**config.mk**
```make
export PLATFORM = sky130hd
export DESIGN_NAME = ahb_rand_stim_gen_flat
export DESIGN_NICKNAME = d
export VERILOG_FILES = /design/src/rtl/ahb_rand_stim_gen_pkg.sv /design/src/rtl/ahb_rand_stim_gen_if.sv /design/src/rtl/ahb_rand_stim_gen_lfsr32.sv /design/src/rtl/ahb_rand_stim_gen.sv /design/src/flat_wrapper.sv
export SDC_FILE = /design/constraint.sdc
export NUM_CORES = 1
export LEC_CHECK = 0
export CORE_MARGIN = 3
export CORE_UTILIZATION = 25
export CTS_CLUSTER_DIAMETER = 150
export DETAILED_ROUTE_END_ITERATION = 8
export GPL_ROUTABILITY_DRIVEN = 0
export GPL_TIMING_DRIVEN = 0
export HOLD_SLACK_MARGIN = 0.1
export PLACE_DENSITY = 0.54
export SYNTH_ARGS = -nofsm -noshare
export SYNTH_HDL_FRONTEND = slang
export SYNTH_SLANG_ARGS = --single-unit
export TNS_END_PERCENT = 50
```
**constraint.sdc**
```tcl
create_clock -name tb_HCLK -period 4 [get_ports tb_HCLK]
set_input_delay 0.4 -clock tb_HCLK [delete_from_list [all_inputs] [get_ports tb_HCLK]]
set_output_delay 0.4 -clock tb_HCLK [all_outputs]
set_load 0.03 [all_outputs]
```
**src/rtl/ahb_rand_stim_gen_pkg.sv**
```systemverilog
// Shared types and helpers for the AHB random stimulus generator:
// FSM state encoding, LFSR polynomial, mode bit positions and the LFSR step function.
package ahb_stim_pkg;

    typedef enum logic [1:0] {
        ST_IDLE  = 2'd0,
        ST_GAP   = 2'd1,
        ST_ISSUE = 2'd2,
        ST_DONE  = 2'd3
    } stim_state_e;

    localparam logic [31:0] LFSR_POLY    = 32'h8020_0003;
    localparam int          MODE_INC_BIT = 0;
    localparam int          MODE_SEL_BIT = 1;

    // Galois LFSR, shifting right; the polynomial is folded in when the lsb falls out.
    function automatic logic [31:0] lfsr_step(input logic [31:0] s);
        logic [31:0] r;
        r = {1'b0, s[31:1]};
        if (s[0]) begin
            r = r ^ LFSR_POLY;
        end else begin
            r = r;
        end
        return r;
    endfunction

endpackage

```
**src/rtl/ahb_rand_stim_gen_if.sv**
```systemverilog
// AHB-style single-transfer bus between the stimulus generator (master) and the slave.
interface ahb_rand_stim_gen_if #(
    parameter int DATA_W = 32,
    parameter int ADDR_W = 32
);
    logic              tb_HSEL;
    logic              tb_HWRITE;
    logic [ADDR_W-1:0] tb_HADDR;
    logic [DATA_W-1:0] tb_HWDATA;
    logic              tb_HREADY;
    logic [DATA_W-1:0] tb_HRDATA;

    modport master (
        output tb_HSEL, tb_HWRITE, tb_HADDR, tb_HWDATA,
        input  tb_HREADY, tb_HRDATA
    );

    modport slave (
        input  tb_HSEL, tb_HWRITE, tb_HADDR, tb_HWDATA,
        output tb_HREADY, tb_HRDATA
    );
endinterface

```
**src/rtl/ahb_rand_stim_gen_lfsr32.sv**
```systemverilog
// 32-bit Galois LFSR with synchronous reload to its seed and a single-step enable.
module stim_lfsr32
    import ahb_stim_pkg::*;
#(
    parameter logic [31:0] SEED = 32'h0000_0001
) (
    input  logic        clk_i,
    input  logic        load_i,
    input  logic        step_i,
    output logic [31:0] state_o
);
    logic [31:0] state_q;
    logic [31:0] state_d;

    // Reload wins over stepping so a reset always restores the seed.
    always_comb begin
        if (load_i) begin
            state_d = SEED;
        end else if (step_i) begin
            state_d = lfsr_step(state_q);
        end else begin
            state_d = state_q;
        end
    end

    // State register.
    always_ff @(posedge clk_i) begin
        state_q <= state_d;
    end

    assign state_o = state_q;
endmodule

```
**src/rtl/ahb_rand_stim_gen.sv**
```systemverilog
// Pseudo-random AHB single-transfer stimulus generator with stall watchdog.
// Optional STIM_RDSIG_EN adds rd_sig, a rotate-xor signature of read data.
module ahb_rand_stim_gen
    import ahb_stim_pkg::*;
#(
    parameter int unsigned DATA_W  = 32,
    parameter int unsigned ADDR_W  = 32,
    parameter int unsigned NUM_TXN = 20,
    parameter int unsigned GAP_CYC = 4,
    parameter int unsigned TIMEOUT = 255,
    parameter logic [31:0] SEED    = 32'hACE1_2024
) (
    input  logic                tb_HCLK,
    input  logic                tb_HRESET,
    input  logic                start,
    input  logic [1:0]          mode,
    ahb_rand_stim_gen_if.master bus,
    output logic                busy,
    output logic                done,
    output logic                err,
    output logic [15:0]         txn_cnt
`ifdef STIM_RDSIG_EN
    ,
    output logic [DATA_W-1:0]   rd_sig
`endif
);
    localparam logic [7:0]  GAP_LD     = 8'(GAP_CYC);
    localparam logic [15:0] NUM_TXN_W  = 16'(NUM_TXN);
    localparam logic [15:0] TIMEOUT_M1 = 16'(TIMEOUT - 1);
    localparam logic [31:0] SEED_AL    = SEED & 32'hFFFF_FFFC;

    stim_state_e       state_q;
    logic [7:0]        gap_q;
    logic [15:0]       wait_q;
    logic [1:0]        mode_q;
    logic              hsel_q;
    logic              hwrite_q;
    logic [ADDR_W-1:0] haddr_q;
    logic [DATA_W-1:0] hwdata_q;
    logic              busy_q;
    logic              done_q;
    logic              err_q;
    logic [15:0]       cnt_q;

    logic [31:0] addr_lfsr_s;
    logic [31:0] data_lfsr_s;
    logic [31:0] inc_addr_s;
    logic        xfer_done_s;
    logic        step_s;
    logic        wd_fire_s;
    logic        unused_lfsr_s;

    stim_lfsr32 #(.SEED(SEED)) u_addr_lfsr (
        .clk_i   (tb_HCLK),
        .load_i  (tb_HRESET),
        .step_i  (step_s),
        .state_o (addr_lfsr_s)
    );

    stim_lfsr32 #(.SEED(~SEED)) u_data_lfsr (
        .clk_i   (tb_HCLK),
        .load_i  (tb_HRESET),
        .step_i  (step_s),
        .state_o (data_lfsr_s)
    );

    // An unselected transfer completes at once; a selected one waits for HREADY.
    assign xfer_done_s = !hsel_q || bus.tb_HREADY;
    assign step_s      = (state_q == ST_ISSUE) && xfer_done_s;
    assign wd_fire_s   = (TIMEOUT != 0) && (state_q == ST_ISSUE) && !xfer_done_s
                         && (wait_q == TIMEOUT_M1);
    assign inc_addr_s  = SEED_AL + {14'd0, cnt_q, 2'b00};
    assign unused_lfsr_s = ^addr_lfsr_s[1:0];

`ifdef STIM_RDSIG_EN
    logic [DATA_W-1:0] rd_q;
    assign rd_sig = rd_q;
`else
    logic unused_rdata_s;
    assign unused_rdata_s = ^bus.tb_HRDATA;
`endif

    // Run sequencer: gap countdown, transfer issue/hold, completion and watchdog.
    always_ff @(posedge tb_HCLK) begin
        if (tb_HRESET) begin
            state_q  <= ST_IDLE;
            gap_q    <= 8'd0;
            wait_q   <= 16'd0;
            mode_q   <= 2'b00;
            hsel_q   <= 1'b0;
            hwrite_q <= 1'b0;
            haddr_q  <= '0;
            hwdata_q <= '0;
            busy_q   <= 1'b0;
            done_q   <= 1'b0;
            err_q    <= 1'b0;
            cnt_q    <= 16'd0;
`ifdef STIM_RDSIG_EN
            rd_q     <= '0;
`endif
        end else begin
            case (state_q)
                ST_IDLE, ST_DONE: begin
                    if (start) begin
                        mode_q  <= mode;
                        cnt_q   <= 16'd0;
                        err_q   <= 1'b0;
                        done_q  <= 1'b0;
                        busy_q  <= 1'b1;
                        gap_q   <= GAP_LD;
                        state_q <= ST_GAP;
`ifdef STIM_RDSIG_EN
                        rd_q    <= '0;
`endif
                    end
                end
                ST_GAP: begin
                    if (gap_q != 8'd0) begin
                        gap_q <= gap_q - 8'd1;
                    end else begin
                        state_q  <= ST_ISSUE;
                        wait_q   <= 16'd0;
                        hsel_q   <= addr_lfsr_s[31] | mode_q[MODE_SEL_BIT];
                        hwrite_q <= data_lfsr_s[0];
                        hwdata_q <= data_lfsr_s[DATA_W-1:0];
                        haddr_q  <= mode_q[MODE_INC_BIT] ? inc_addr_s[ADDR_W-1:0]
                                                         : {addr_lfsr_s[ADDR_W-1:2], 2'b00};
                    end
                end
                ST_ISSUE: begin
                    if (xfer_done_s) begin
                        cnt_q    <= cnt_q + 16'd1;
                        hsel_q   <= 1'b0;
                        hwrite_q <= 1'b0;
                        haddr_q  <= '0;
                        hwdata_q <= '0;
`ifdef STIM_RDSIG_EN
                        if (hsel_q && !hwrite_q) begin
                            rd_q <= ((rd_q << 1) | (rd_q >> (DATA_W - 1))) ^ bus.tb_HRDATA;
                        end
`endif
                        if (cnt_q + 16'd1 == NUM_TXN_W) begin
                            state_q <= ST_DONE;
                            busy_q  <= 1'b0;
                            done_q  <= 1'b1;
                        end else begin
                            state_q <= ST_GAP;
                            gap_q   <= GAP_LD;
                        end
                    end else if (wd_fire_s) begin
                        err_q    <= 1'b1;
                        hsel_q   <= 1'b0;
                        hwrite_q <= 1'b0;
                        haddr_q  <= '0;
                        hwdata_q <= '0;
                        busy_q   <= 1'b0;
                        done_q   <= 1'b1;
                        state_q  <= ST_DONE;
                    end else begin
                        wait_q <= wait_q + 16'd1;
                    end
                end
                default: begin
                    state_q <= ST_IDLE;
                    busy_q  <= 1'b0;
                    done_q  <= 1'b0;
                end
            endcase
        end
    end

    assign bus.tb_HSEL   = hsel_q;
    assign bus.tb_HWRITE = hwrite_q;
    assign bus.tb_HADDR  = haddr_q;
    assign bus.tb_HWDATA = hwdata_q;
    assign busy          = busy_q;
    assign done          = done_q;
    assign err           = err_q;
    assign txn_cnt       = cnt_q;
endmodule

```
**src/flat_wrapper.sv**
```systemverilog
// flat-port wrapper written by rule: the top's interface ports become plain ports
module ahb_rand_stim_gen_flat import ahb_stim_pkg::*;
#(
    parameter int unsigned DATA_W  = 32,
    parameter int unsigned ADDR_W  = 32,
    parameter int unsigned NUM_TXN = 20,
    parameter int unsigned GAP_CYC = 4,
    parameter int unsigned TIMEOUT = 255,
    parameter logic [31:0] SEED    = 32'hACE1_2024
)
  (tb_HCLK, tb_HRESET, start, mode, busy, done, err, txn_cnt, bus_tb_HSEL, bus_tb_HWRITE, bus_tb_HADDR, bus_tb_HWDATA, bus_tb_HREADY, bus_tb_HRDATA);
  ahb_rand_stim_gen_if #(.DATA_W(DATA_W), .ADDR_W(ADDR_W)) bus_i ();
  input  logic tb_HCLK;
  input  logic tb_HRESET;
  input  logic start;
  input  logic [1:0] mode;
  output logic busy;
  output logic done;
  output logic err;
  output logic [15:0] txn_cnt;
  output wire logic [$bits(bus_i.tb_HSEL)-1:0] bus_tb_HSEL;
  output wire logic [$bits(bus_i.tb_HWRITE)-1:0] bus_tb_HWRITE;
  output wire logic [$bits(bus_i.tb_HADDR)-1:0] bus_tb_HADDR;
  output wire logic [$bits(bus_i.tb_HWDATA)-1:0] bus_tb_HWDATA;
  input wire logic [$bits(bus_i.tb_HREADY)-1:0] bus_tb_HREADY;
  input wire logic [$bits(bus_i.tb_HRDATA)-1:0] bus_tb_HRDATA;
  assign bus_tb_HSEL = bus_i.tb_HSEL;
  assign bus_tb_HWRITE = bus_i.tb_HWRITE;
  assign bus_tb_HADDR = bus_i.tb_HADDR;
  assign bus_tb_HWDATA = bus_i.tb_HWDATA;
  assign bus_i.tb_HREADY = bus_tb_HREADY;
  assign bus_i.tb_HRDATA = bus_tb_HRDATA;
  ahb_rand_stim_gen #(.DATA_W(DATA_W), .ADDR_W(ADDR_W), .NUM_TXN(NUM_TXN), .GAP_CYC(GAP_CYC), .TIMEOUT(TIMEOUT), .SEED(SEED)) u_core (.tb_HCLK(tb_HCLK), .tb_HRESET(tb_HRESET), .start(start), .mode(mode), .bus(bus_i), .busy(busy), .done(done), .err(err), .txn_cnt(txn_cnt));
endmodule
```
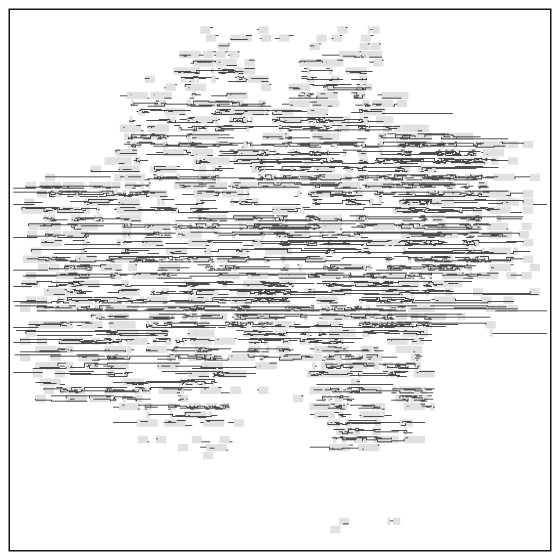
Figure 1: run 1, met1 routing.
Cells faint in the background.
wire length on this layer: 10800 um
main direction: horizontal
longest straight run: 53.8 um
share of all routed wire: 48%

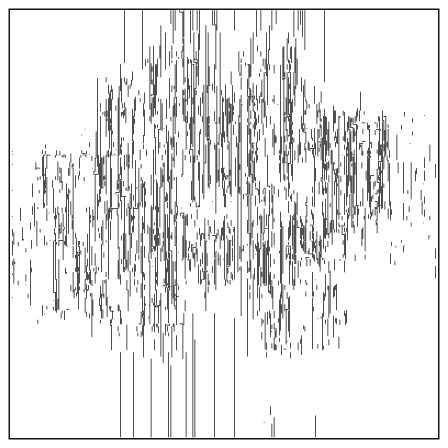
Figure 2: run 1, metal 2.
share of all routed wire: 45%
nets with wire on the layer: 819
wire length on this layer: 10000 um
longest straight run: 54.1 um
main direction: vertical

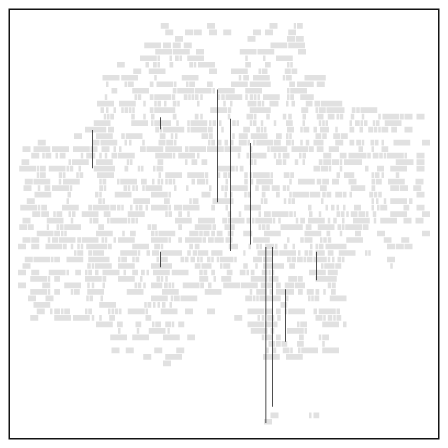
Figure 3: run 1, metal 4.
Cells faint in the background.
main direction: vertical
nets with wire on the layer: 6
wire length on this layer: 344 um
share of all routed wire: 1.5%
longest straight run: 73.4 um

==> results.txt, run 1 <==
Main metrics from the flow reports.

The run finished with clean final reports. The flop-to-flop setup slack is 0.96 ns. The most numerous cell type found on the critical path is sky130_fd_sc_hd__clkbuf_1.

Non-clock buffers in the final layout number approximately 160. The number of clock-tree buffers in the layout is 19. In this run the worst hold path is classified as flip-flop to flip-flop. The worst hold path terminates at u_core.bus.tb_HADDR[31]. The analysis attributes to net switching a power of 2.33 mW. The post-cts resize count is 0.

Setup repair after global routing left no endpoint under its margin. In this run, the number of DRC markers left after iteration 0 of detailed routing was 409. The cell type that accounts for the most area after synthesis is sky130_fd_sc_hd__dfxtp_1.

The fraction of registers with async set/reset is 0. The leakage component of the power is 3.38 nW. The net count of the finished layout came out at 1049. The final-report max-slew violation count is 0. The worst setup path startpoint is u_core.state_q[0]. By startpoint and endpoint, the worst setup path is classified as flip-flop to flip-flop. The worst hold path depth came out at 2.

The cell-mix breakdown from Yosys lists the adder-cell area share as 0.0133. The largest incremental delay on the critical path came out at 0.59 ns. During synthesis, Yosys emitted a total of 0 warnings. The synthesized netlist has a Yosys-reported chip area of 7510 um2.

After clock tree synthesis, the clock-pin slew on the worst setup and hold paths is 0.07 ns. After detailed placement, the total cell area comes to 8870 um2. The total routed wire length on the met1 layer is ~11000 um. The instance count after placement with tap cells included came out at around 1400. In the layout the commonest cells are sky130_fd_sc_hd__dfxtp_1, sky130_fd_sc_hd__nand2_1, sky130_fd_sc_hd__nor2_1, sky130_fd_sc_hd__clkdlybuf4s50_1, sky130_fd_sc_hd__a21oi_1. The half-perimeter wire length of the detailed placement result is 16100 um. Power comes to ~5.9 mW. The total internal power came out at 3.58 mW. The routed length per instance came out at 16.1 um. The most area-hungry cell class in the final design is multi-input combinational cells. The fraction of power spent switching nets came out at 0.395. VDD sags by at most 280 uV. The worst setup path is launched from a flip-flop. The clock drives around 170 sinks. The timing report notes that buffer and inverter cells on the critical path total 3. The via density per instance came out at 4.76. The combinational group share of total power is 0.359. The power density of the placed cells came out at ~630 nW/um2. The arrival time of the worst setup path is 3.32 ns. The number of antenna violations at the first check in global routing is 0.

The destination of the critical timing path is u_core.bus.tb_HADDR[25]. The met2 track demand over resource is 0.215. The routed design uses roughly 10000 um of met2 wire. The sequential portion of the cell area is 0.369. The number of well-tap cells placed came out at about 380.

Synthesis inferred 174 register bits. The area growth from synthesis to layout came out at 25.7%. The count of buffers from port buffering is approximately 87. Counting along the longest clock path gives a buffer depth of 2. The I/O pin total came out at 123. The fraction of power consumed by the clock network came out at 0.277. The routed wire length is 22500 um. In the synthesized netlist the dominant register cell turns out to be sky130_fd_sc_hd__dfxtp_1. The flow reports power dissipated in the clock network as 1.64 mW. STA classifies the critical path endpoint as a flip-flop. The combinational fraction of the cell area is 0.384. The placeable core region came out at about 29000 um2. The top cell type's share of synthesized area came out at 0.464.

The insertion delay at the late pin of the worst-skew pair is 0.43 ns. The proportion of synthesized chip area in sequential cells came out at 0.464. The setup violation total in the final timing report came out at 0.

The post-synth tally of flip-flops with integrated enable is 0. Among all stages on the critical path, the largest delay is contributed by sky130_fd_sc_hd__or4_4. The cell-mix breakdown from Yosys lists the compound-gate area share as 0.181. The sum of overflow across all layers after global routing came out at 0. The clock tree synthesis step divided the H-tree into 4 levels. Dividing the final minimum period by the clock period gives 0.759.

For reference, the top cells by count after synthesis are sky130_fd_sc_hd__dfxtp_1, sky130_fd_sc_hd__nand2_1, sky130_fd_sc_hd__nor2_1, sky130_fd_sc_hd__a21oi_1, sky130_fd_sc_hd__a22oi_1. The portion of synthesized area spent on multiplexers is 0.0113. The layout contains a multi-input combinational cell count of 635. The sequential fraction of design power is 0.364.

In this run the critical path is formed by inv_1, ha_1, clkbuf_1, nand3b_1, or4_4, nor2_2, o211ai_1, clkbuf_1, a22oi_1, nor2_1. The number of antenna repair diodes is 0. Summed over all nets, wire length on met3 after detailed routing comes to between 1000 and 1500 um. The total global-route track usage is 0.141.

The tally of non-filler cells in the final layout is 1400. In the Yosys report the total cell count is 896. The number of buffers inserted during clock tree synthesis came out at 17.
Figure 4. Congestion heat map (run 1).
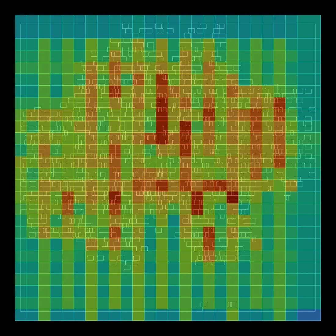

## Run 2: what changed since run 1
clock period = 3 ns   (was 4 ns; I/O delays follow)
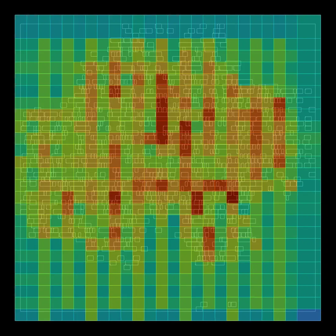
Figure 5: run 2, congestion heat map.
total track usage: 0.141
layer with the highest usage: met2
met3 usage: 0.0377
WL per Instance: 16.1 um
Final Util: 0.324

==> run 2 against run 1 <==
  * Sequential power up 33%
  * Global-route usage did not move
  * Critical path depth fell by 1
  * Non-clock buffer count unchanged
  * Clock skew is essentially flat
  * Worst setup slack got worse by 0.82 ns
  * Combinational power is 33% higher
  * Area after synthesis unchanged
  * Worst hold slack worse by 0.00060 ns
  * Count of clock-buffer cells in the layout unchanged
  * Die size unchanged
  * Clock power is 33% higher
  * Highest routed layer unchanged
==> results.txt, run 2 <==
Main metrics from the flow reports.

The flow ran to the end, and the final reports show no timing, DRC or antenna violations. The combinational group share of total power was 0.359 (about the same). The leakage component of the power came out at 3.39 nW (+0.11%).

The via density per instance was 4.79 (+0.80%). The setup violation total in the final timing report came to 0 (unchanged). The net count of the finished layout came out at 1049 (unchanged).

The critical path is of the flip-flop to flip-flop type. The count of clock tree sinks came out at 174 (unchanged). Setup repair after global routing left no endpoint under its margin. The placeable core region came out at 29200 um2 (unchanged). The number of well-tap cells placed came to 384 (unchanged). The largest incremental delay on the critical path is 0.52 ns (-0.07 ns).

The number of buffers other than clock buffers in the final layout is 163 (unchanged). The buffer-and-inverter tally for the worst setup path is 1 (-2). The yosys synthesis chip area came to 7510 um2 (unchanged). The flip-flop and latch count after synthesis was 174 (unchanged). The count of buffers from port buffering is 87 (unchanged). The number of buffers inserted during clock tree synthesis came out at 17 (unchanged). The area share of and-or/or-and cells after synthesis came out at 0.181 (unchanged). The classification of the worst-slack hold path is flip-flop to flip-flop. The mux cell area share after synthesis is 0.0113 (unchanged). The buffer depth of the longest clock path came out at 2 (unchanged).

The number of antenna violations at the first check in global routing was 0 (unchanged). The combinational fraction of the cell area came out at 0.384 (about the same). The part of the cycle the worst path needs came out at 0.951 (+0.192).

In this run the worst setup path begins at u_core.txn_cnt[1]. The total routed wire length on the met1 layer is 10900 um (+0.30%). The instance count after placement with tap cells included is 1368 (unchanged). The overall power consumption came to 7.88 mW (+33%). In the layout the commonest cells are sky130_fd_sc_hd__dfxtp_1, sky130_fd_sc_hd__nand2_1, sky130_fd_sc_hd__nor2_1, sky130_fd_sc_hd__clkdlybuf4s50_1, sky130_fd_sc_hd__a21oi_1. The most area-hungry cell class in the final design is multi-input combinational cells. The arrival time of the worst setup path came out at 3.18 ns (-0.14 ns). The number of levels the H-tree was split into came out at 4 (unchanged). The met2 track demand over resource came out at 0.215 (unchanged). The power attributed to the clock group came out at 2.18 mW (+33%).

The post-cts resize count is 0 (unchanged). The proportion of synthesized chip area in sequential cells came to 0.464 (unchanged). By count the netlist is led by sky130_fd_sc_hd__dfxtp_1, sky130_fd_sc_hd__nand2_1, sky130_fd_sc_hd__nor2_1, sky130_fd_sc_hd__a21oi_1, sky130_fd_sc_hd__a22oi_1. The detailed route wirelength on metal3 came out at 1210 um (-5.0%). The critical path ends at u_core.gap_q[2]. The cell sequence reported for the critical path is ha_2, nand3_2, or3_1, a21oi_2, o211ai_2, o311ai_4, buf_6, a21oi_1, o221a_1. The adder and majority gate portion of the synthesized area is 0.0133 (unchanged). The total of warnings raised by yosys is 0 (unchanged).

The sequential fraction of design power is 0.364 (about the same). The fraction of registers with async set/reset is 0 (unchanged). The sequential portion of the cell area is 0.368 (about the same). The hold-critical path endpoint is u_core.bus.tb_HADDR[31]. The tally of non-filler cells in the final layout came to 1400 (unchanged). The post-synth tally of flip-flops with integrated enable came out at 0 (unchanged). The wire length on met2 came to 10000 um (+0.16%).

Post-synth the commonest register cell is sky130_fd_sc_hd__dfxtp_1. The flop-to-flop setup slack is 0.15 ns (-0.82 ns). The number of antenna repair diodes came out at 0 (unchanged). STA classifies the critical path endpoint as a flip-flop. The routed wire length came out at 22500 um (about the same). The fraction of power consumed by the clock network came out at 0.276 (about the same).
## Run 3: what changed since run 2
ABC_AREA = 1   (was unset)
PLACE_DENSITY = 0.53   (was 0.54)
SKIP_CTS_REPAIR_TIMING = 1   (was unset)
==> run 3 against run 2 <==
  * Via count is 8.0% higher
  * Final cell count is 14% higher
  * Synthesized cell count is 20% higher
  * Count of clock-buffer cells in the layout is 2 lower
  * Die size is 1.4% higher
  * Flip-flop count stayed put
  * Area after synthesis is 1.4% higher
  * Fmax is 13% higher
  * Utilization is 0.20 points lower
  * Clock power is 6% higher
  * Combinational power is 8.5% higher
==> results.txt, run 3 <==
Main metrics from the flow reports.

The run finished with clean final reports. The fraction of registers with async set/reset is 0 (unchanged). The utilization of the core after routing was 0.322 (-0.00201). The detailed route wirelength on metal3 was 954 um (-21%). The part of the cycle the worst path needs came out at 0.839 (-0.113). The sequential portion of the cell area came to 0.363 (-0.00565). The leakage component of the power was 3.68 nW (+8.6%). The routed length per instance is 14.3 um (-11%). Setup repair after global routing left no endpoint under its margin. The largest incremental delay on the critical path came out at 0.48 ns (-0.04 ns). The number of buffers other than clock buffers in the final layout is 146 (-10%). The adder and majority gate portion of the synthesized area is 0.0131 (-0.000184). The combinational fraction of the cell area is 0.377 (-0.00706).

The yosys synthesis chip area was 7620 um2 (+1.4%). The number of levels the H-tree was split into is 4 (unchanged). The worst setup path is of the flip-flop to flip-flop kind. The number of antenna violations at the first check in global routing came out at 0 (unchanged).

The most used routing layer is met2. The classification of the worst-slack hold path is flip-flop to flip-flop. The placeable core region came out at 29800 um2 (+2.2%). In the final design, more cell area goes to multi-input combinational cells than to any other class. The total global-route track usage is 0.140 (-0.00102). The proportion of synthesized chip area in sequential cells is 0.457 (-0.00640). The fraction of area in non-clock buffers is 0.117. The mux cell area share after synthesis came out at 0 (-0.0113). The buffer-and-inverter tally for the worst setup path is 2 (+1). The power attributed to the clock group is 2.31 mW (+6%). Among all flip-flop cells after synthesis, the most frequent one is sky130_fd_sc_hd__dfxtp_1.

The instance count after placement with tap cells included was 1558 (+14%). The worst hold path terminates at u_core.done. The flop-to-flop setup slack was 0.48 ns (+0.34 ns).

The overall power consumption is 8.42 mW (+6.8%). The fraction of power consumed by the clock network came to 0.275 (about the same). The commonest cells after synthesis are sky130_fd_sc_hd__nand2_1, sky130_fd_sc_hd__dfxtp_1, sky130_fd_sc_hd__a21oi_1, sky130_fd_sc_hd__nor2_1, sky130_fd_sc_hd__inv_1. The setup violation total in the final timing report is 0 (unchanged).

The most common logic cells in the final layout are sky130_fd_sc_hd__nand2_1, sky130_fd_sc_hd__dfxtp_1, sky130_fd_sc_hd__a21oi_1, sky130_fd_sc_hd__nor2_1, sky130_fd_sc_hd__clkdlybuf4s50_1. The post-synth tally of flip-flops with integrated enable is 0 (unchanged). The most critical setup path has its startpoint at u_core.state_q[0]. The buffer depth of the longest clock path is 2 (unchanged). Traced cell by cell, the critical path runs through inv_1, ha_1, nand2_1, a31oi_1, nor2_1, nand2_2, clkbuf_1, nand2_1, a21oi_1. The met3 capacity usage during global routing was 0.0270 (-0.0107). The combinational group share of total power came out at 0.364 (+0.005). The met2 track demand over resource was 0.218 (+0.00242).

The count of buffers from port buffering came out at 88 (+1.1%). The flip-flop and latch count after synthesis came out at 174 (unchanged). The count of clock tree sinks came out at 174 (unchanged). The tally of non-filler cells in the final layout came to 1589 (+14%). The area share of and-or/or-and cells after synthesis is 0.154 (-0.0265). The worst setup path is captured at a flip-flop.
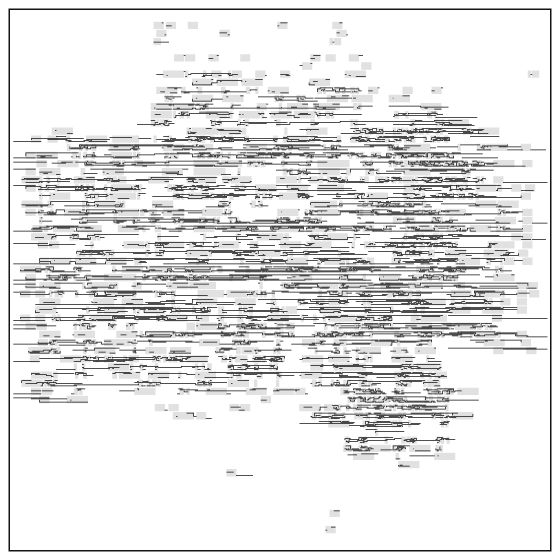
Figure 6: run 3, met1 routing.
Cells faint in the background.
main direction: horizontal
wire length on this layer: 11600 um
longest straight run: 61.6 um

Power and IR drop assume default switching activity.
